**Run 1: signal wires by layer**

(3 px per um)
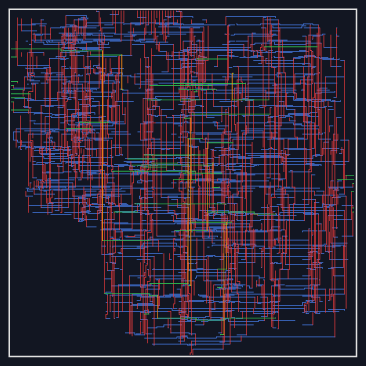
**Run 1: clock routing**

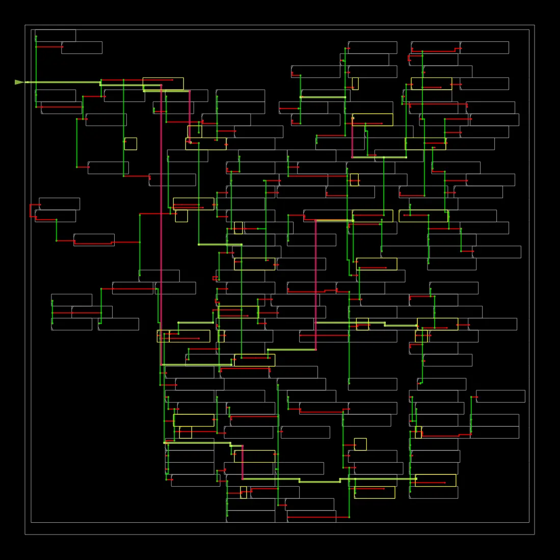
**Run 1: sequential cells coloured by netlist name**

(2 px per um)
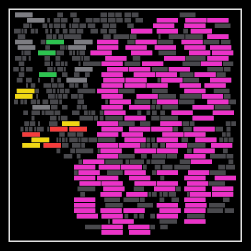
<file path="config.mk">
export PLATFORM = sky130hd
export DESIGN_NAME = expr_sched_flat
export DESIGN_NICKNAME = d
export VERILOG_FILES = /design/src/rtl/expr_sched_if.sv /design/src/rtl/expr_sched.sv /design/src/flat_wrapper.sv
export SDC_FILE = /design/constraint.sdc
export NUM_CORES = 1
export LEC_CHECK = 0
export CAP_MARGIN = 10
export CORE_UTILIZATION = 50
export DETAILED_ROUTE_END_ITERATION = 8
export PLACE_DENSITY = 0.69
export SLEW_MARGIN = 20
export SYNTH_ARGS = -nofsm -noshare
export SYNTH_HDL_FRONTEND = slang
export SYNTH_SLANG_ARGS = --single-unit
</file>
<file path="constraint.sdc">
create_clock -name clk -period 2.7 [get_ports clk]
set_input_delay 0.54 -clock clk [delete_from_list [all_inputs] [get_ports clk]]
set_output_delay 0.54 -clock clk [all_outputs]
set_load 0.03 [all_outputs]
</file>
<file path="src/rtl/expr_sched_if.sv">
// rtl/expr_sched_if.sv - requester, checker and result signals of the shared expression checker
interface expr_sched_if;
    logic       req0_valid;
    logic [7:0] req0_data;
    logic       req0_last;
    logic       req0_ready;

    logic       req1_valid;
    logic [7:0] req1_data;
    logic       req1_last;
    logic       req1_ready;

    logic [7:0] chk_in;
    logic       chk_clr;
    logic       chk_out;

    logic       res_valid;
    logic       res_id;
    logic       res_ok;
    logic       res_ovf;
    logic       res_ready;

    modport slave (
        input  req0_valid, req0_data, req0_last,
        output req0_ready,
        input  req1_valid, req1_data, req1_last,
        output req1_ready,
        output chk_in, chk_clr,
        input  chk_out,
        output res_valid, res_id, res_ok, res_ovf,
        input  res_ready
    );

    modport master (
        output req0_valid, req0_data, req0_last,
        input  req0_ready,
        output req1_valid, req1_data, req1_last,
        input  req1_ready,
        input  chk_in, chk_clr,
        output chk_out,
        input  res_valid, res_id, res_ok, res_ovf,
        output res_ready
    );
endinterface

</file>
<file path="src/rtl/expr_sched.sv">
// rtl/expr_sched.sv - two-requester scheduler that buffers a string and replays it into a shared checker
module expr_sched #(
    parameter int DEPTH = 16,
    parameter int AW    = 4
) (
    input  logic        clk,
    input  logic        clr,
    expr_sched_if.slave bus
);
    typedef enum logic [2:0] {
        S_IDLE,
        S_LOAD,
        S_CLEAR,
        S_RUN,
        S_DONE
    } state_t;

    localparam logic [AW:0]   FULL    = (AW+1)'(DEPTH);
    localparam logic [AW:0]   CNT_ONE = (AW+1)'(1);
    localparam logic [AW-1:0] PTR_ONE = AW'(1);

    state_t        state_q, state_d;
    logic          gnt_q, gnt_d;
    logic          rr_q, rr_d;
    logic          ovf_q, ovf_d;
    logic          done_first_q, done_first_d;
    logic          res_ok_q, res_ok_d;
    logic [AW-1:0] wr_ptr_q, wr_ptr_d;
    logic [AW-1:0] rd_ptr_q, rd_ptr_d;
    logic [AW:0]   count_q, count_d;
    logic [7:0]    buf_q [DEPTH];
    logic          buf_we;

    logic          acc_valid;
    logic          acc_last;
    logic [7:0]    acc_data;
    logic          last_rd;
    logic          verdict;

    // Only the granted requester's channel is ever looked at.
    assign acc_valid = gnt_q ? bus.req1_valid : bus.req0_valid;
    assign acc_last  = gnt_q ? bus.req1_last  : bus.req0_last;
    assign acc_data  = gnt_q ? bus.req1_data  : bus.req0_data;

    assign last_rd = ({1'b0, rd_ptr_q} == (count_q - CNT_ONE));
    assign verdict = bus.chk_out & ~ovf_q;

    always_ff @(posedge clk or posedge clr) begin
        if (clr) begin
            state_q      <= S_IDLE;
            gnt_q        <= 1'b0;
            rr_q         <= 1'b0;
            ovf_q        <= 1'b0;
            done_first_q <= 1'b0;
            res_ok_q     <= 1'b0;
            wr_ptr_q     <= '0;
            rd_ptr_q     <= '0;
            count_q      <= '0;
        end else begin
            state_q      <= state_d;
            gnt_q        <= gnt_d;
            rr_q         <= rr_d;
            ovf_q        <= ovf_d;
            done_first_q <= done_first_d;
            res_ok_q     <= res_ok_d;
            wr_ptr_q     <= wr_ptr_d;
            rd_ptr_q     <= rd_ptr_d;
            count_q      <= count_d;
        end
    end

    always_ff @(posedge clk) begin
        if (buf_we) begin
            buf_q[wr_ptr_q] <= acc_data;
        end
    end

    always_comb begin
        state_d      = state_q;
        gnt_d        = gnt_q;
        rr_d         = rr_q;
        ovf_d        = ovf_q;
        done_first_d = 1'b0;
        res_ok_d     = res_ok_q;
        wr_ptr_d     = wr_ptr_q;
        rd_ptr_d     = rd_ptr_q;
        count_d      = count_q;
        buf_we       = 1'b0;

        case (state_q)
            S_IDLE: begin
                if (bus.req0_valid && bus.req1_valid) begin
                    gnt_d   = rr_q;
                    rr_d    = ~rr_q;
                    state_d = S_LOAD;
                end else if (bus.req0_valid) begin
                    gnt_d   = 1'b0;
                    state_d = S_LOAD;
                end else if (bus.req1_valid) begin
                    gnt_d   = 1'b1;
                    state_d = S_LOAD;
                end
            end
            S_LOAD: begin
                if (acc_valid) begin
                    // Chars beyond DEPTH are swallowed so the requester can still finish its string.
                    if (count_q == FULL) begin
                        ovf_d = 1'b1;
                    end else begin
                        buf_we   = 1'b1;
                        wr_ptr_d = wr_ptr_q + PTR_ONE;
                        count_d  = count_q + CNT_ONE;
                    end
                    if (acc_last) begin
                        if (ovf_d) begin
                            state_d      = S_DONE;
                            done_first_d = 1'b1;
                        end else begin
                            state_d = S_CLEAR;
                        end
                    end
                end
            end
            S_CLEAR: begin
                rd_ptr_d = '0;
                state_d  = S_RUN;
            end
            S_RUN: begin
                rd_ptr_d = rd_ptr_q + PTR_ONE;
                if (last_rd) begin
                    state_d      = S_DONE;
                    done_first_d = 1'b1;
                end
            end
            S_DONE: begin
                // The checker flag settles on the first DONE cycle; freeze it there.
                if (done_first_q) begin
                    res_ok_d = verdict;
                end
                if (bus.res_ready) begin
                    ovf_d    = 1'b0;
                    wr_ptr_d = '0;
                    rd_ptr_d = '0;
                    count_d  = '0;
                    state_d  = S_IDLE;
                end
            end
            default: begin
                state_d = S_IDLE;
            end
        endcase
    end

    assign bus.req0_ready = (state_q == S_LOAD) && !gnt_q;
    assign bus.req1_ready = (state_q == S_LOAD) &&  gnt_q;

    assign bus.chk_clr = (state_q == S_CLEAR);
    assign bus.chk_in  = (state_q == S_RUN) ? buf_q[rd_ptr_q] : 8'h00;

    assign bus.res_valid = (state_q == S_DONE);
    assign bus.res_id    = (state_q == S_DONE) && gnt_q;
    assign bus.res_ovf   = (state_q == S_DONE) && ovf_q;
    assign bus.res_ok    = (state_q == S_DONE) && (done_first_q ? verdict : res_ok_q);
endmodule

</file>
<file path="src/flat_wrapper.sv">
// flat-port wrapper written by rule: the top's interface ports become plain ports
module expr_sched_flat 
#(
    parameter int DEPTH = 16,
    parameter int AW    = 4
)
  (clk, clr, bus_req0_valid, bus_req0_data, bus_req0_last, bus_req0_ready, bus_req1_valid, bus_req1_data, bus_req1_last, bus_req1_ready, bus_chk_in, bus_chk_clr, bus_chk_out, bus_res_valid, bus_res_id, bus_res_ok, bus_res_ovf, bus_res_ready);
  expr_sched_if bus_i ();
  input  logic clk;
  input  logic clr;
  input wire logic [$bits(bus_i.req0_valid)-1:0] bus_req0_valid;
  input wire logic [$bits(bus_i.req0_data)-1:0] bus_req0_data;
  input wire logic [$bits(bus_i.req0_last)-1:0] bus_req0_last;
  output wire logic [$bits(bus_i.req0_ready)-1:0] bus_req0_ready;
  input wire logic [$bits(bus_i.req1_valid)-1:0] bus_req1_valid;
  input wire logic [$bits(bus_i.req1_data)-1:0] bus_req1_data;
  input wire logic [$bits(bus_i.req1_last)-1:0] bus_req1_last;
  output wire logic [$bits(bus_i.req1_ready)-1:0] bus_req1_ready;
  output wire logic [$bits(bus_i.chk_in)-1:0] bus_chk_in;
  output wire logic [$bits(bus_i.chk_clr)-1:0] bus_chk_clr;
  input wire logic [$bits(bus_i.chk_out)-1:0] bus_chk_out;
  output wire logic [$bits(bus_i.res_valid)-1:0] bus_res_valid;
  output wire logic [$bits(bus_i.res_id)-1:0] bus_res_id;
  output wire logic [$bits(bus_i.res_ok)-1:0] bus_res_ok;
  output wire logic [$bits(bus_i.res_ovf)-1:0] bus_res_ovf;
  input wire logic [$bits(bus_i.res_ready)-1:0] bus_res_ready;
  assign bus_i.req0_valid = bus_req0_valid;
  assign bus_i.req0_data = bus_req0_data;
  assign bus_i.req0_last = bus_req0_last;
  assign bus_req0_ready = bus_i.req0_ready;
  assign bus_i.req1_valid = bus_req1_valid;
  assign bus_i.req1_data = bus_req1_data;
  assign bus_i.req1_last = bus_req1_last;
  assign bus_req1_ready = bus_i.req1_ready;
  assign bus_chk_in = bus_i.chk_in;
  assign bus_chk_clr = bus_i.chk_clr;
  assign bus_i.chk_out = bus_chk_out;
  assign bus_res_valid = bus_i.res_valid;
  assign bus_res_id = bus_i.res_id;
  assign bus_res_ok = bus_i.res_ok;
  assign bus_res_ovf = bus_i.res_ovf;
  assign bus_i.res_ready = bus_res_ready;
  expr_sched #(.DEPTH(DEPTH), .AW(AW)) u_core (.clk(clk), .clr(clr), .bus(bus_i));
endmodule
</file>
==> flow_summary.html, run 1 <==
<h3>Flow metrics</h3>
<table>
<tr><th>Metric</th><th>Value</th></tr>
<tr><th colspan="2">Outcome</th></tr>
<tr><td>Result of the run</td><td>finished, violations left</td></tr>
<tr><td>Violated checks</td><td>setup timing</td></tr>
<tr><th colspan="2">Power</th></tr>
<tr><td>Sequential cell fraction of total power</td><td>0.374</td></tr>
<tr><td>Static Leakage</td><td>0.002711 uW</td></tr>
<tr><td>Net switching component of the power</td><td>around 3000 uW</td></tr>
<tr><td>Switching part of the total</td><td>0.3422</td></tr>
<tr><td>Clock share of power</td><td>0.248</td></tr>
<tr><td>Logic gate share of total power</td><td>0.378</td></tr>
<tr><td>Total design power</td><td>approximately 8600 uW</td></tr>
<tr><td>Ratio of total power to cell area</td><td>approximately 1100 nW/um2</td></tr>
<tr><td>Max IR drop VDD</td><td>between 0.4 and 0.5 mV</td></tr>
<tr><th colspan="2">Synth</th></tr>
<tr><td>Synth Area in XOR/XNOR</td><td>0.01228</td></tr>
<tr><td>Basic-gate share of the synthesized area counting and, or, nand and nor cells</td><td>0.06882</td></tr>
<tr><td>Average size of a mapped cell</td><td>17.07 um2</td></tr>
<tr><td>Sequential fraction of the synthesis area</td><td>0.6808</td></tr>
<tr><td>Async S/R FF share, synth</td><td>0.1409</td></tr>
<tr><td>Post-synthesis register bit count</td><td>approximately 150</td></tr>
<tr><td>Cell count in the Yosys report</td><td>roughly 380</td></tr>
<tr><td>Largest area contributor in the netlist</td><td>edfxtp_1</td></tr>
<tr><td>Post-synth cell types</td><td>approximately 53</td></tr>
<tr><td>Post-synthesis cell area</td><td>between 6000 and 7000 um2</td></tr>
<tr><td>Portion of netlist area occupied by mux cells</td><td>0.1488</td></tr>
<tr><td>Fraction of the mapped netlist area in adder cells</td><td>0.01365</td></tr>
<tr><td>Post-synth EDFFs</td><td>128</td></tr>
<tr><td>Synth Instances</td><td>between 300 and 400</td></tr>
<tr><td>Number of warnings issued by yosys</td><td>0</td></tr>
<tr><th colspan="2">Routing</th></tr>
<tr><td>Total via count in the routed design</td><td>around 3500</td></tr>
<tr><td>Routed vias/inst</td><td>roughly 5.7</td></tr>
<tr><td>Detail-routed net length per standard cell</td><td>around 22 um</td></tr>
<tr><td>Post-detailed-routing wire length</td><td>13.58 mm</td></tr>
<tr><th colspan="2">Setup path</th></tr>
<tr><td>Delay of the slowest cell on the worst path</td><td>around 550 ps</td></tr>
<tr><td>Sort of element at the start of the critical path</td><td>register</td></tr>
<tr><td>Arr. time, crit path</td><td>about 2200 ps</td></tr>
<tr><td>Crit path DRT</td><td>~2200 ps</td></tr>
<tr><td>Top delay family on crit path</td><td>multiplexers</td></tr>
<tr><td>Count of buffering cells on the critical path with inverters included</td><td>2</td></tr>
<tr><th colspan="2">Cells and area</th></tr>
<tr><td>Net total in the final layout</td><td>473</td></tr>
<tr><td>Area taken by multi-input logic gates</td><td>2014 um2</td></tr>
<tr><td>Multi-input logic cell count</td><td>201</td></tr>
<tr><td>Fillcell total</td><td>roughly 880</td></tr>
<tr><td>ClkCell Share</td><td>0.06899</td></tr>
<tr><td>Utilization of the core after routing</td><td>0.6248</td></tr>
<tr><td>Inverter tally of the final layout excluding the clock network</td><td>6</td></tr>
<tr><td>Share of layout cells above drive strength 1</td><td>0.2857</td></tr>
<tr><td>Sequential share of cell area</td><td>0.5570</td></tr>
<tr><td>Count of placed standard cells in the final layout, fillers left out</td><td>627</td></tr>
<tr><td>Non-CTS buffers</td><td>67</td></tr>
<tr><td># diodes</td><td>0</td></tr>
<tr><th colspan="2">Floorplan</th></tr>
<tr><td>Die boundary height</td><td>115.3 um</td></tr>
<tr><td>Effective utilization at floorplan</td><td>0.5106</td></tr>
<tr><td>Die width</td><td>around 120 um</td></tr>
<tr><td>Die ar.</td><td>13290 um2</td></tr>
<tr><td>Tap cells</td><td>172</td></tr>
<tr><td>Site Rows</td><td>roughly 41</td></tr>
<tr><th colspan="2">Final timing</th></tr>
<tr><td>Final hold violation count</td><td>0</td></tr>
<tr><td>Minimum setup slack in the final design</td><td>-39.13 ps</td></tr>
<tr><td>Number of setup violations in the final report</td><td>6</td></tr>
<tr><td>Sum Neg Setup Slack</td><td>-163.4 ps</td></tr>
<tr><td>Share of the cycle needed by the critical path after routing</td><td>1.014</td></tr>
<tr><td>Final critical-path required period</td><td>2739 ps</td></tr>
<tr><th colspan="2">Clock tree</th></tr>
<tr><td>Number of H-tree levels</td><td>4</td></tr>
<tr><td>Cell at the root of the clock tree</td><td>clkbuf_16</td></tr>
<tr><td>CTS buffer count</td><td>17</td></tr>
<tr><td>TritonCTS clock tree</td><td>done</td></tr>
<tr><td>Buffers from clock root to sink, at most</td><td>2</td></tr>
<tr><td>Count of hold buffers inserted by post-cts repair</td><td>0</td></tr>
<tr><th colspan="2">Place</th></tr>
<tr><td>Placed insts</td><td>just under 600</td></tr>
<tr><td>Count of input and output buffers</td><td>38</td></tr>
<tr><td>DP HPWL</td><td>~9 mm</td></tr>
<tr><td>Placed cell area</td><td>7146 um2</td></tr>
<tr><th colspan="2">GRT</th></tr>
<tr><td>GRT Resource Usage Total</td><td>0.2240</td></tr>
<tr><td>Largest net degree at the start of global routing</td><td>37</td></tr>
<tr><td>Wire length of the first global-routing pass</td><td>between 20 and 25 mm</td></tr>
</table>
-- 'signal wires by layer' (at the start) --
green -> metal 3  # wire length 557 um
orange -> metal 4  # wire length 285 um
blue -> metal 1  # wire length 5850 um
red -> metal 2  # wire length 6890 um

-- 'clock routing' (at the start) --
Post-Route Skew: 12.33 ps
power in the clock group: 2130 uW
Worst-Skew Late Latency: 420 ps
clkbuf count: 17

-- 'sequential cells coloured by netlist name' (at the start) --
red -> u_core.wr_ptr_q  # placed flops 4, where middle left
yellow -> u_core.count_q  # placed flops 5, where middle left
magenta -> u_core.buf_q  # placed flops 128
green -> u_core.state_q  # placed flops 3

==> run 1: logic make-up after synthesis <==
logic type | after synthesis
buffers and inverters | 26
adders and majority gates | 7
DFF | 149
and+or+nand+nor | 76
muxes | 59
xor gates and xnor gates | 9
AOI/OAI and AO/OA | 50
==> run 1: power by group through the flow <==
stage	clock network, uW	registers [uW]	logic (uW)
floorplan	0	3090	2110
global placement	0	3240	2930
detailed placement	0	3250	2990
CTS	2160	3210	3170
global route	2270	3260	3510
finish	2130	3220	3250
==> run 1: path summary, 6_finish.rpt <==
kind	start	to	slack, ps	depth (start not counted)
max	u_core.rd_ptr_q[0]	bus_chk_in[5]	-40	5
min	clr	u_core.rr_q	420	2
max reg2reg	u_core.count_q[0]	u_core.buf_q[11][1]	170	6
min reg2reg	u_core.rr_q	u_core.rr_q	480	1
max in group asynchronous	clr	u_core.rd_ptr_q[0]	1740	3
min in group clk	u_core.rr_q	u_core.rr_q	480	1
==> run 1: flip-flops by register name, indices dropped and copies added (netlist names) <==
register / flops
u_core.gnt_q: 1
u_core.wr_ptr_q: 4
u_core.buf_q: 128
u_core.count_q: 5
u_core.rd_ptr_q: 4
u_core.rr_q: 1
u_core.res_ok_q: 1
u_core.done_first_q: 1
u_core.ovf_q: 1
u_core.state_q: 3
==> run 1: Yosys cell counts (all sizes together) (4+ instances only) <==
| cell type | number |
|---|---|
| xnor2 | 5 |
| xor2 | 4 |
| and3 | 5 |
| o22ai | 6 |
| and2 | 15 |
| ha | 7 |
| nand3 | 7 |
| buf | 13 |
| nand2 | 11 |
| nor2 | 11 |
| clkbuf | 7 |
| a31oi | 4 |
| dfrtp | 21 |
| inv | 6 |
| nor3 | 6 |
| mux2i | 20 |
| edfxtp | 128 |
| nor2b | 10 |
| mux2 | 11 |
| mux4 | 28 |
| a21oi | 7 |
| a211oi | 5 |
==> run 1: worst register-to-register path, stage by stage, from the launching register on <==
cell and delay (ps):
dfrtp_1 450, inv_1 110, ha_1 260, and4bb_2 260, or3_4 430, nor2_1 180
and3_1 480
==> run 1: what timing repair did <==
action                     CTS  global route
gates resized               18            16
cloned                       1             0
pin swaps                    0             5
setup endpoints to repair   13             8
buffers inserted             4             0
==> run 1: metal layers <==
layer	vias to the layer above	part of all wire	track usage
met4	0	0.021	0.1065
met1	1799	0.43	0.2922
met2	90	0.51	0.3566
li1	1638	-	-
met3	21	0.041	0.05430
met5	-	0	0
==> run 1: cell usage in the layout, fill, tap and decap left out, types with 3 or more instances in the layout <==
cell type	count
xnor2_1	5
clkbuf_16	17
nor2_1	11
nor3_1	4
a31oi_1	4
edfxtp_1	128
clkdlybuf4s50_1	25
o22ai_1	5
nor2b_1	9
ha_1	7
nand2_1	11
inv_1	5
buf_4	26
and2_1	15
dfrtp_1	19
and3_1	5
dlygate4sd2_1	5
mux4_2	28
buf_8	3
clkinv_1	4
buf_12	5
nand3_1	6
a21oi_1	7
a211oi_1	3
mux2_2	10
mux2i_1	14
xor2_1	4
mux2i_2	4
a41oi_1	3
clkinvlp_4	7
o32ai_1	3
==> run 1 -> run 2 <==
--- a/config.mk
+++ b/config.mk
@@ -5,7 +5,7 @@
 export SDC_FILE = /design/constraint.sdc
 export NUM_CORES = 1
 export LEC_CHECK = 0
-export CAP_MARGIN = 10
+export CAP_MARGIN = 15
 export CORE_UTILIZATION = 50
 export DETAILED_ROUTE_END_ITERATION = 8
 export PLACE_DENSITY = 0.69
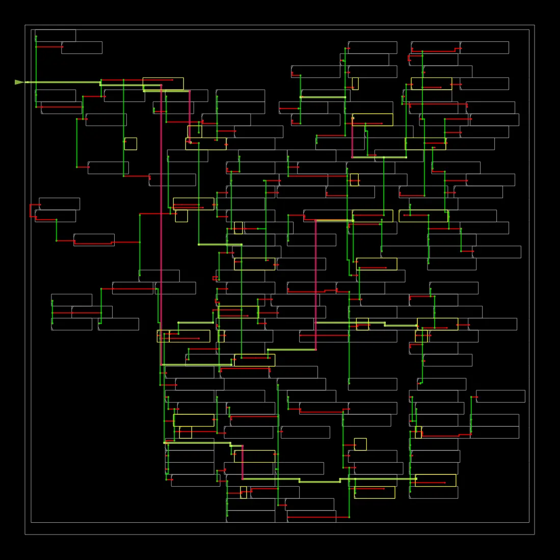
**Above:** run 2 (clock routing).
CTS buffer count: 17
clk sink count: 149
number of sequential cells in the layout: 149

==> flow_summary.html, run 2 <==
<h3>Flow metrics</h3>
<table>
<tr><th>Metric</th><th>Value</th></tr>
<tr><th colspan="2">Outcome</th></tr>
<tr><td>Result of the run</td><td>finished, violations left</td></tr>
<tr><td>Violated checks</td><td>setup timing</td></tr>
<tr><th colspan="2">GRT</th></tr>
<tr><td>Largest net degree at the start of global routing</td><td>37 (unchanged)</td></tr>
<tr><td>GRT Resource Usage Total</td><td>0.2240 (unchanged)</td></tr>
<tr><td>Wire length of the first global-routing pass</td><td>20.55 mm (unchanged)</td></tr>
<tr><th colspan="2">Cells and area</th></tr>
<tr><td>Net total in the final layout</td><td>473 (unchanged)</td></tr>
<tr><td>Count of placed standard cells in the final layout, fillers left out</td><td>627 (unchanged)</td></tr>
<tr><td>Leading cell types in the layout, fill and taps excluded</td><td>128 x edfxtp_1, 28 x mux4_2, 26 x buf_4</td></tr>
<tr><td>Largest registers</td><td>u_core.buf_q (128), u_core.count_q (5)</td></tr>
<tr><td>Most instantiated logic cell after routing</td><td>edfxtp_1</td></tr>
<tr><td>Area taken by multi-input logic gates</td><td>2014 um2 (unchanged)</td></tr>
<tr><td>Number of flip-flops under the largest register name</td><td>128 (unchanged)</td></tr>
<tr><td>Fillcell total</td><td>881 (unchanged)</td></tr>
<tr><td>Area Overhead vs Synth</td><td>22.36%</td></tr>
<tr><td>Share of layout cells above drive strength 1</td><td>0.2857 (unchanged)</td></tr>
<tr><td>Utilization of the core after routing</td><td>0.6248 (unchanged)</td></tr>
<tr><th colspan="2">Floorplan</th></tr>
<tr><td>Site Rows</td><td>41 (unchanged)</td></tr>
<tr><td>Die boundary height</td><td>115.3 um (unchanged)</td></tr>
<tr><td>Die width</td><td>115.3 um (unchanged)</td></tr>
<tr><td>Effective utilization at floorplan</td><td>0.5106 (unchanged)</td></tr>
<tr><th colspan="2">Synth</th></tr>
<tr><td>Cell count in the Yosys report</td><td>376 (unchanged)</td></tr>
<tr><td>Yosys top cell by instances</td><td>edfxtp_1</td></tr>
<tr><td>Number of warnings issued by yosys</td><td>0 (unchanged)</td></tr>
<tr><td>Most frequent cells after synthesis</td><td>128 x edfxtp_1, 28 x mux4_2, 21 x dfrtp_1</td></tr>
<tr><td>Post-synthesis cell area</td><td>6417 um2 (unchanged)</td></tr>
<tr><td>Post-synth EDFFs</td><td>128 (unchanged)</td></tr>
<tr><td>Post-synth cell types</td><td>53 (unchanged)</td></tr>
<tr><td>Average size of a mapped cell</td><td>17.07 um2 (unchanged)</td></tr>
<tr><td>Sequential fraction of the synthesis area</td><td>0.6808 (unchanged)</td></tr>
<tr><td>Synth Instances</td><td>376 (unchanged)</td></tr>
<tr><th colspan="2">Routing</th></tr>
<tr><td>Post-detailed-routing wire length</td><td>13.58 mm (unchanged)</td></tr>
<tr><td>Routed vias/inst</td><td>5.659 (unchanged)</td></tr>
<tr><td>Total via count in the routed design</td><td>3548 (unchanged)</td></tr>
<tr><th colspan="2">Clock tree</th></tr>
<tr><td>Buffers from clock root to sink, at most</td><td>2 (unchanged)</td></tr>
<tr><td>Cell at the root of the clock tree</td><td>clkbuf_16</td></tr>
<tr><td>Worst-Skew Late Latency</td><td>420 ps (about the same)</td></tr>
<tr><td>Number of H-tree levels</td><td>4 (unchanged)</td></tr>
<tr><th colspan="2">Final timing</th></tr>
<tr><td>Share of the cycle needed by the critical path after routing</td><td>1.014 (unchanged)</td></tr>
<tr><td>Number of setup violations in the final report</td><td>6 (unchanged)</td></tr>
<tr><td>Final critical-path required period</td><td>2739 ps (unchanged)</td></tr>
<tr><td>Sum Neg Setup Slack</td><td>-163.4 ps (unchanged)</td></tr>
<tr><td>Final hold violation count</td><td>0 (unchanged)</td></tr>
<tr><td>Minimum setup slack in the final design</td><td>-39.13 ps (unchanged)</td></tr>
<tr><td>Post-Route Skew</td><td>12.33 ps (unchanged)</td></tr>
<tr><th colspan="2">Power</th></tr>
<tr><td>Total design power</td><td>8611 uW (unchanged)</td></tr>
<tr><td>Clock share of power</td><td>0.248 (about the same)</td></tr>
<tr><td>Switching part of the total</td><td>0.3422 (unchanged)</td></tr>
<tr><td>Static Leakage</td><td>0.002711 uW (unchanged)</td></tr>
<tr><td>Ratio of total power to cell area</td><td>1097 nW/um2 (unchanged)</td></tr>
<tr><td>Sequential cell fraction of total power</td><td>0.374 (about the same)</td></tr>
<tr><td>Net switching component of the power</td><td>2946 uW (unchanged)</td></tr>
<tr><th colspan="2">Place</th></tr>
<tr><td>Count of input and output buffers</td><td>38 (unchanged)</td></tr>
<tr><td>Placed insts</td><td>590 (unchanged)</td></tr>
<tr><td>DP HPWL</td><td>8.903 mm (unchanged)</td></tr>
<tr><th colspan="2">Job</th></tr>
<tr><td>Max-cap violations</td><td>0</td></tr>
<tr><th colspan="2">Setup path</th></tr>
<tr><td>Worst-case reg-to-reg path depth</td><td>6 (unchanged)</td></tr>
<tr><td>Sort of element at the start of the critical path</td><td>register</td></tr>
<tr><td>Arr. time, crit path</td><td>2200 ps (about the same)</td></tr>
<tr><td>Crit path DRT</td><td>2160 ps (about the same)</td></tr>
</table>
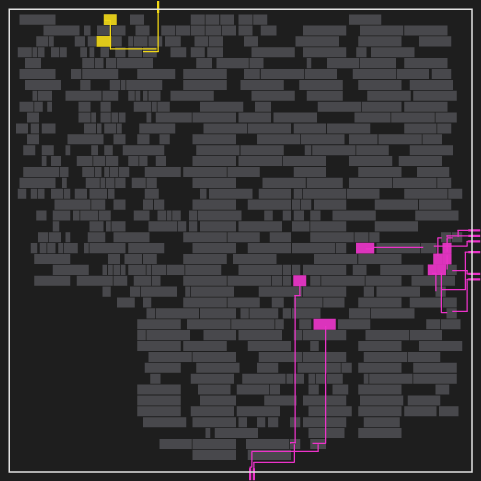
**Above:** run 2 (wires at chosen ports, followed through buffers).
(4 px per um)
yellow -> bus_req0_last  # direction input, end cells 2, buffers 1, wire 33.9 um
magenta -> bus_chk_in  # direction output, end cells 8, buffers 8, wire 211 um

## run 2: per-layer routing
metal / routed length, um / track usage / up-vias / part of all wire
met5: 0 / 0 / - / 0
met4: 284 / 0.1065 / 0 / 0.021
met3: 557 / 0.05430 / 21 / 0.041
met2: 6888 / 0.3566 / 90 / 0.51
met1: 5847 / 0.2922 / 1799 / 0.43
li1: - / - / 1638 / -
## run 2: logic make-up (layout without fill, tap and decap cells)
family	Yosys count	count (layout)	share of synthesized area
flip-flops	149	149	0.6808
AND/OR/NAND/NOR	76	76	0.06883
multiplexers	59	59	0.1488
AND-OR/OR-AND	50	50	0.05791
buffers and inverters	26	105	0.01774
XOR/XNOR	9	9	0.01228
adder cells (fa/ha/maj)	7	7	0.01365
## run 2: critical path: stages (launching register included)
cell,delay [ps]
dfrtp_4,550
buf_12,180
mux4_2,530
mux2i_1,210
o22ai_1,110
buf_4,180
## run 2: repair_timing
| item | in CTS | in global routing |
|---|---|---|
| resized | 18 | 16 |
| cloned | 1 | 0 |
| setup endpoints to repair | 13 | 8 |
| pin swaps | 0 | 5 |
| hold buffers | 0 | 0 |
| setup buffers | 4 | 0 |
## run 2: through the flow
step	setup WS, ps	hold WS, ps	area (um2)
2_1_floorplan	425.5	445.7	6417
3_3_place_gp	143.9	459.5	7146
3_5_place_dp	94.39	470.6	7146
4_1_cts	-88.04	430.3	7784
5_1_grt	-147.0	472.3	7853
6_report	-39.13	420.8	7853
## run 2: worst paths after layout
| check | slack (ps) | start | to |
|---|---|---|---|
| min in group clk | 480 | u_core.rr_q | u_core.rr_q |
| worst min-delay path | 420 | clr | u_core.rr_q |
| worst min register to register | 480 | u_core.rr_q | u_core.rr_q |
| max in group asynchronous | 1740 | clr | u_core.rd_ptr_q[0] |
| worst max register to register | 170 | u_core.count_q[0] | u_core.buf_q[11][1] |
| worst max-delay path | -40 | u_core.rd_ptr_q[0] | bus_chk_in[5] |
## run 2: final cells by class
class | instances | share of cell area
clock inverter | 15 | 0.01482
multi-input combinational | 201 | 0.2565
timing repair buffer | 67 | 0.08716
sequential | 149 | 0.5570
tap | 172 | 0.02741
inverter | 6 | 0.002868
clock buffer | 17 | 0.05417
## run 2: power groups by stage
stage	Clock [uW]	Sequential [uW]	Combinational [uW]
2_1_floorplan	0	3090	2110
3_3_place_gp	0	3240	2930
3_5_place_dp	0	3250	2990
4_1_cts	2160	3210	3170
5_1_grt	2270	3260	3510
6_report	2130	3220	3250
==> run 2 -> run 3 <==
--- a/config.mk
+++ b/config.mk
@@ -6,9 +6,11 @@
 export NUM_CORES = 1
 export LEC_CHECK = 0
 export CAP_MARGIN = 15
+export CELL_PAD_IN_SITES_DETAIL_PLACEMENT = 0
+export CELL_PAD_IN_SITES_GLOBAL_PLACEMENT = 1
 export CORE_UTILIZATION = 50
 export DETAILED_ROUTE_END_ITERATION = 8
-export PLACE_DENSITY = 0.69
+export PLACE_DENSITY_LB_ADDON = 0.1
 export SLEW_MARGIN = 20
 export SYNTH_ARGS = -nofsm -noshare
 export SYNTH_HDL_FRONTEND = slang
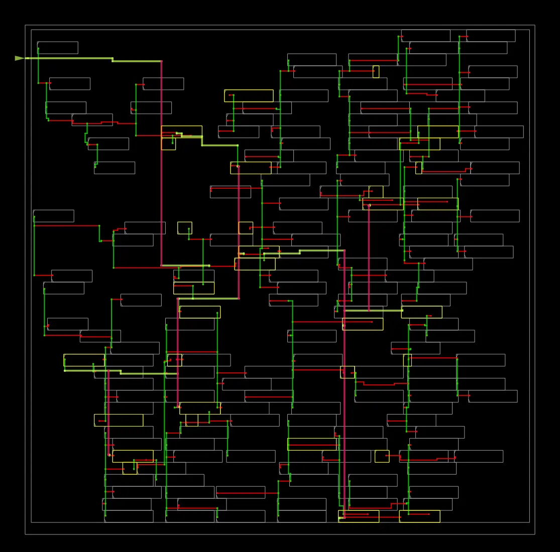
**Above:** run 3 (clock routing).
power in the clock group: 2380 uW
Post-Route Skew: 5.795 ps

==> flow_summary.html, run 3 <==
<h3>Flow metrics</h3>
<table>
<tr><th>Metric</th><th>Value</th></tr>
<tr><th colspan="2">Synth</th></tr>
<tr><td>Average size of a mapped cell</td><td>17.07 um2 (unchanged)</td></tr>
<tr><td>Post-synth cell types</td><td>53 (unchanged)</td></tr>
<tr><td>Post-synth EDFFs</td><td>128 (unchanged)</td></tr>
<tr><td>Most frequent cells after synthesis</td><td>128 x edfxtp_1, 28 x mux4_2, 21 x dfrtp_1</td></tr>
<tr><td>Synth Instances</td><td>376 (unchanged)</td></tr>
<tr><td>Cell count in the Yosys report</td><td>376 (unchanged)</td></tr>
<tr><td>Sequential fraction of the synthesis area</td><td>0.6808 (unchanged)</td></tr>
<tr><td>Number of warnings issued by yosys</td><td>0 (unchanged)</td></tr>
<tr><td>Post-synthesis cell area</td><td>6417 um2 (unchanged)</td></tr>
<tr><td>Post-synthesis register bit count</td><td>about 150</td></tr>
<tr><td>Yosys top cell by instances</td><td>edfxtp_1</td></tr>
<tr><th colspan="2">Floorplan</th></tr>
<tr><td>Site Rows</td><td>41 (unchanged)</td></tr>
<tr><td>Effective utilization at floorplan</td><td>0.5106 (unchanged)</td></tr>
<tr><td>Die boundary height</td><td>115.3 um (unchanged)</td></tr>
<tr><td>Die width</td><td>115.3 um (unchanged)</td></tr>
<tr><th colspan="2">Setup path</th></tr>
<tr><td>CP Cell Sequence</td><td>buf_12 -&gt; mux2_4 -&gt; a221oi_4 -&gt; a211oi_2 -&gt; o2bb2ai_2 -&gt; buf_6</td></tr>
<tr><td>Worst-case reg-to-reg path depth</td><td>6 (unchanged)</td></tr>
<tr><td>Launch instance of the worst register-to-register path</td><td>u_core.count_q[1]</td></tr>
<tr><td>Master of the slowest instance on the critical path</td><td>dfrtp_4</td></tr>
<tr><td>R2R setup slack</td><td>210 ps (+40 ps)</td></tr>
<tr><td>Total stage count of the critical path</td><td>6 (+1)</td></tr>
<tr><td>Count of buffering cells on the critical path with inverters included</td><td>2 (unchanged)</td></tr>
<tr><td>Sort of element at the start of the critical path</td><td>register</td></tr>
<tr><td>Endpoint of the worst setup timing path</td><td>bus_chk_in[4]</td></tr>
<tr><td>Arr. time, crit path</td><td>2170 ps (-30 ps)</td></tr>
<tr><td>Crit path DRT</td><td>2160 ps (about the same)</td></tr>
<tr><td>Capturing point of the worst reg2reg path</td><td>u_core.buf_q[6][5]</td></tr>
<tr><td>Top delay family on crit path</td><td>flip-flops</td></tr>
<tr><td>Critical Path Start</td><td>u_core.rd_ptr_q[0]</td></tr>
<tr><td>Delay of the slowest cell on the worst path</td><td>570 ps (+20 ps)</td></tr>
<tr><th colspan="2">Routing</th></tr>
<tr><td>Post-detailed-routing wire length</td><td>13.56 mm (-0.11%)</td></tr>
<tr><td>Routed vias/inst</td><td>5.655 (about the same)</td></tr>
<tr><th colspan="2">Clock tree</th></tr>
<tr><td>Count of hold buffers inserted by post-cts repair</td><td>0 (unchanged)</td></tr>
<tr><td>Clk sink count</td><td>149 (unchanged)</td></tr>
<tr><td>Worst-Skew Late Latency</td><td>420 ps (about the same)</td></tr>
<tr><td>Buffers from clock root to sink, at most</td><td>2 (unchanged)</td></tr>
<tr><td>CTS buffer count</td><td>17 (unchanged)</td></tr>
<tr><td>Number of H-tree levels</td><td>4 (unchanged)</td></tr>
<tr><td>Cell at the root of the clock tree</td><td>clkbuf_16</td></tr>
<tr><th colspan="2">GRT</th></tr>
<tr><td>GRT Resource Usage Total</td><td>0.2201 (-0.003864)</td></tr>
<tr><td>Wire length of the first global-routing pass</td><td>20.47 mm (-0.37%)</td></tr>
<tr><th colspan="2">Outcome</th></tr>
<tr><td>Result of the run</td><td>finished, violations left</td></tr>
<tr><td>Violated checks</td><td>setup timing</td></tr>
<tr><th colspan="2">Power</th></tr>
<tr><td>Net switching component of the power</td><td>2986 uW (+1.3%)</td></tr>
<tr><td>Static Leakage</td><td>0.002842 uW (+4.8%)</td></tr>
<tr><td>Switching part of the total</td><td>0.3331 (-0.009124)</td></tr>
<tr><td>Ratio of total power to cell area</td><td>1107 nW/um2 (+0.93%)</td></tr>
<tr><th colspan="2">Cells and area</th></tr>
<tr><td>Net total in the final layout</td><td>483 (+2.1%)</td></tr>
<tr><td>Most instantiated logic cell after routing</td><td>edfxtp_1</td></tr>
<tr><td>Count of placed standard cells in the final layout, fillers left out</td><td>637 (+1.6%)</td></tr>
<tr><td>Fin area</td><td>8100 um2 (+3.2%)</td></tr>
<tr><td>Largest registers</td><td>u_core.buf_q (128), u_core.count_q (5)</td></tr>
<tr><td>Leading cell types in the layout, fill and taps excluded</td><td>128 x edfxtp_1, 29 x buf_4, 28 x mux4_2</td></tr>
<tr><td>Number of flip-flops under the largest register name</td><td>128 (unchanged)</td></tr>
<tr><td>Fillcell total</td><td>920 (+4.4%)</td></tr>
<tr><td>Area Overhead vs Synth</td><td>26.22%</td></tr>
<tr><th colspan="2">Final timing</th></tr>
<tr><td>Share of the cycle needed by the critical path after routing</td><td>1.005 (-0.009977)</td></tr>
<tr><td>Number of setup violations in the final report</td><td>2 (-4)</td></tr>
<tr><td>Minimum setup slack in the final design</td><td>-12.20 ps (+26.94 ps)</td></tr>
<tr><td>Final hold slack</td><td>409.1 ps (-11.69 ps)</td></tr>
<tr><td>Final hold violation count</td><td>0 (unchanged)</td></tr>
<tr><th colspan="2">Place</th></tr>
<tr><td>DP HPWL</td><td>9.099 mm (+2.2%)</td></tr>
<tr><td>Post-placement worst setup slack</td><td>149.0 ps (+54.60 ps)</td></tr>
<tr><td>Placed cell area</td><td>7276 um2 (+1.8%)</td></tr>
<tr><td>Count of input and output buffers</td><td>38 (unchanged)</td></tr>
<tr><th colspan="2">Job</th></tr>
<tr><td>Max-cap violations</td><td>0 (unchanged)</td></tr>
</table>
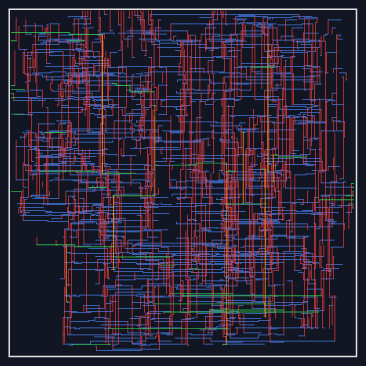
**Above:** run 3 (signal wires by layer).
(3 px per um)
orange -> metal 4  # wire length 304 um
blue -> metal 1  # wire length 6010 um
green -> metal 3  # wire length 489 um
red -> metal 2  # wire length 6760 um

## run 3: worst min-delay path by stage
stage                     cells after the start          end  slack, ps
after floorplan                               1  u_core.rr_q        450
after global placement                        1  u_core.rr_q        460
after detailed placement                      1  u_core.rr_q        460
after CTS                                     2  u_core.rr_q        420
after global routing                          2  u_core.rr_q        450
final                                         2  u_core.rr_q        410
## run 3: kinds of logic (layout without fill, tap and decap cells)
family	count (synthesis)	count (layout)	share of synthesized area
AND/OR/NAND/NOR	76	76	0.06883
multiplexers	59	59	0.1488
XOR/XNOR	9	9	0.01228
AND-OR/OR-AND	50	50	0.05791
buffers and inverters	26	115	0.01774
flip-flops	149	149	0.6808
adder cells (fa/ha/maj)	7	7	0.01365
## run 3: layout make-up
cell class,instances,area (um2),area share
clock buffers,17,425.4,0.05252
clock inverters,15,180.2,0.02224
inverters,6,22.52,0.002780
multi-input cells,201,2052,0.2533
flip-flops and latches,149,4374,0.5400
well taps,172,215.2,0.02657
repair buffers,77,830.8,0.1026
## run 3: power groups by stage
stage / sequential [uW] / combinational [uW] / clock [uW]
floorplan: 3090 / 2110 / 0
global placement: 3240 / 2970 / 0
detailed placement: 3260 / 3010 / 0
CTS: 3210 / 3270 / 2420
global route: 3260 / 3600 / 2510
finish: 3220 / 3370 / 2380
## run 3: timing repair
item	in CTS	in global routing
cloned	1	0
setup endpoints to repair	13	8
hold endpoints to repair	0	0
pin swaps	8	7
buffers inserted	4	1
resized	24	13
## run 3: routing by layer
| layer | vias to the layer above | track usage | share of wire |
|---|---|---|---|
| met5 | - | 0 | 0 |
| met4 | 0 | 0.09610 | 0.022 |
| met3 | 22 | 0.04955 | 0.036 |
| met2 | 70 | 0.3494 | 0.50 |
| met1 | 1855 | 0.2942 | 0.44 |
| li1 | 1655 | - | - |
## run 3: per-stage QoR
step,total power [uW],util
floorplan,5201,-
global placement,6214,0.5789
detailed placement,6265,0.5789
CTS,8902,0.6381
global route,9379,0.6445
finish,8965,0.6445
Power is estimated from default activity; no workload was simulated.
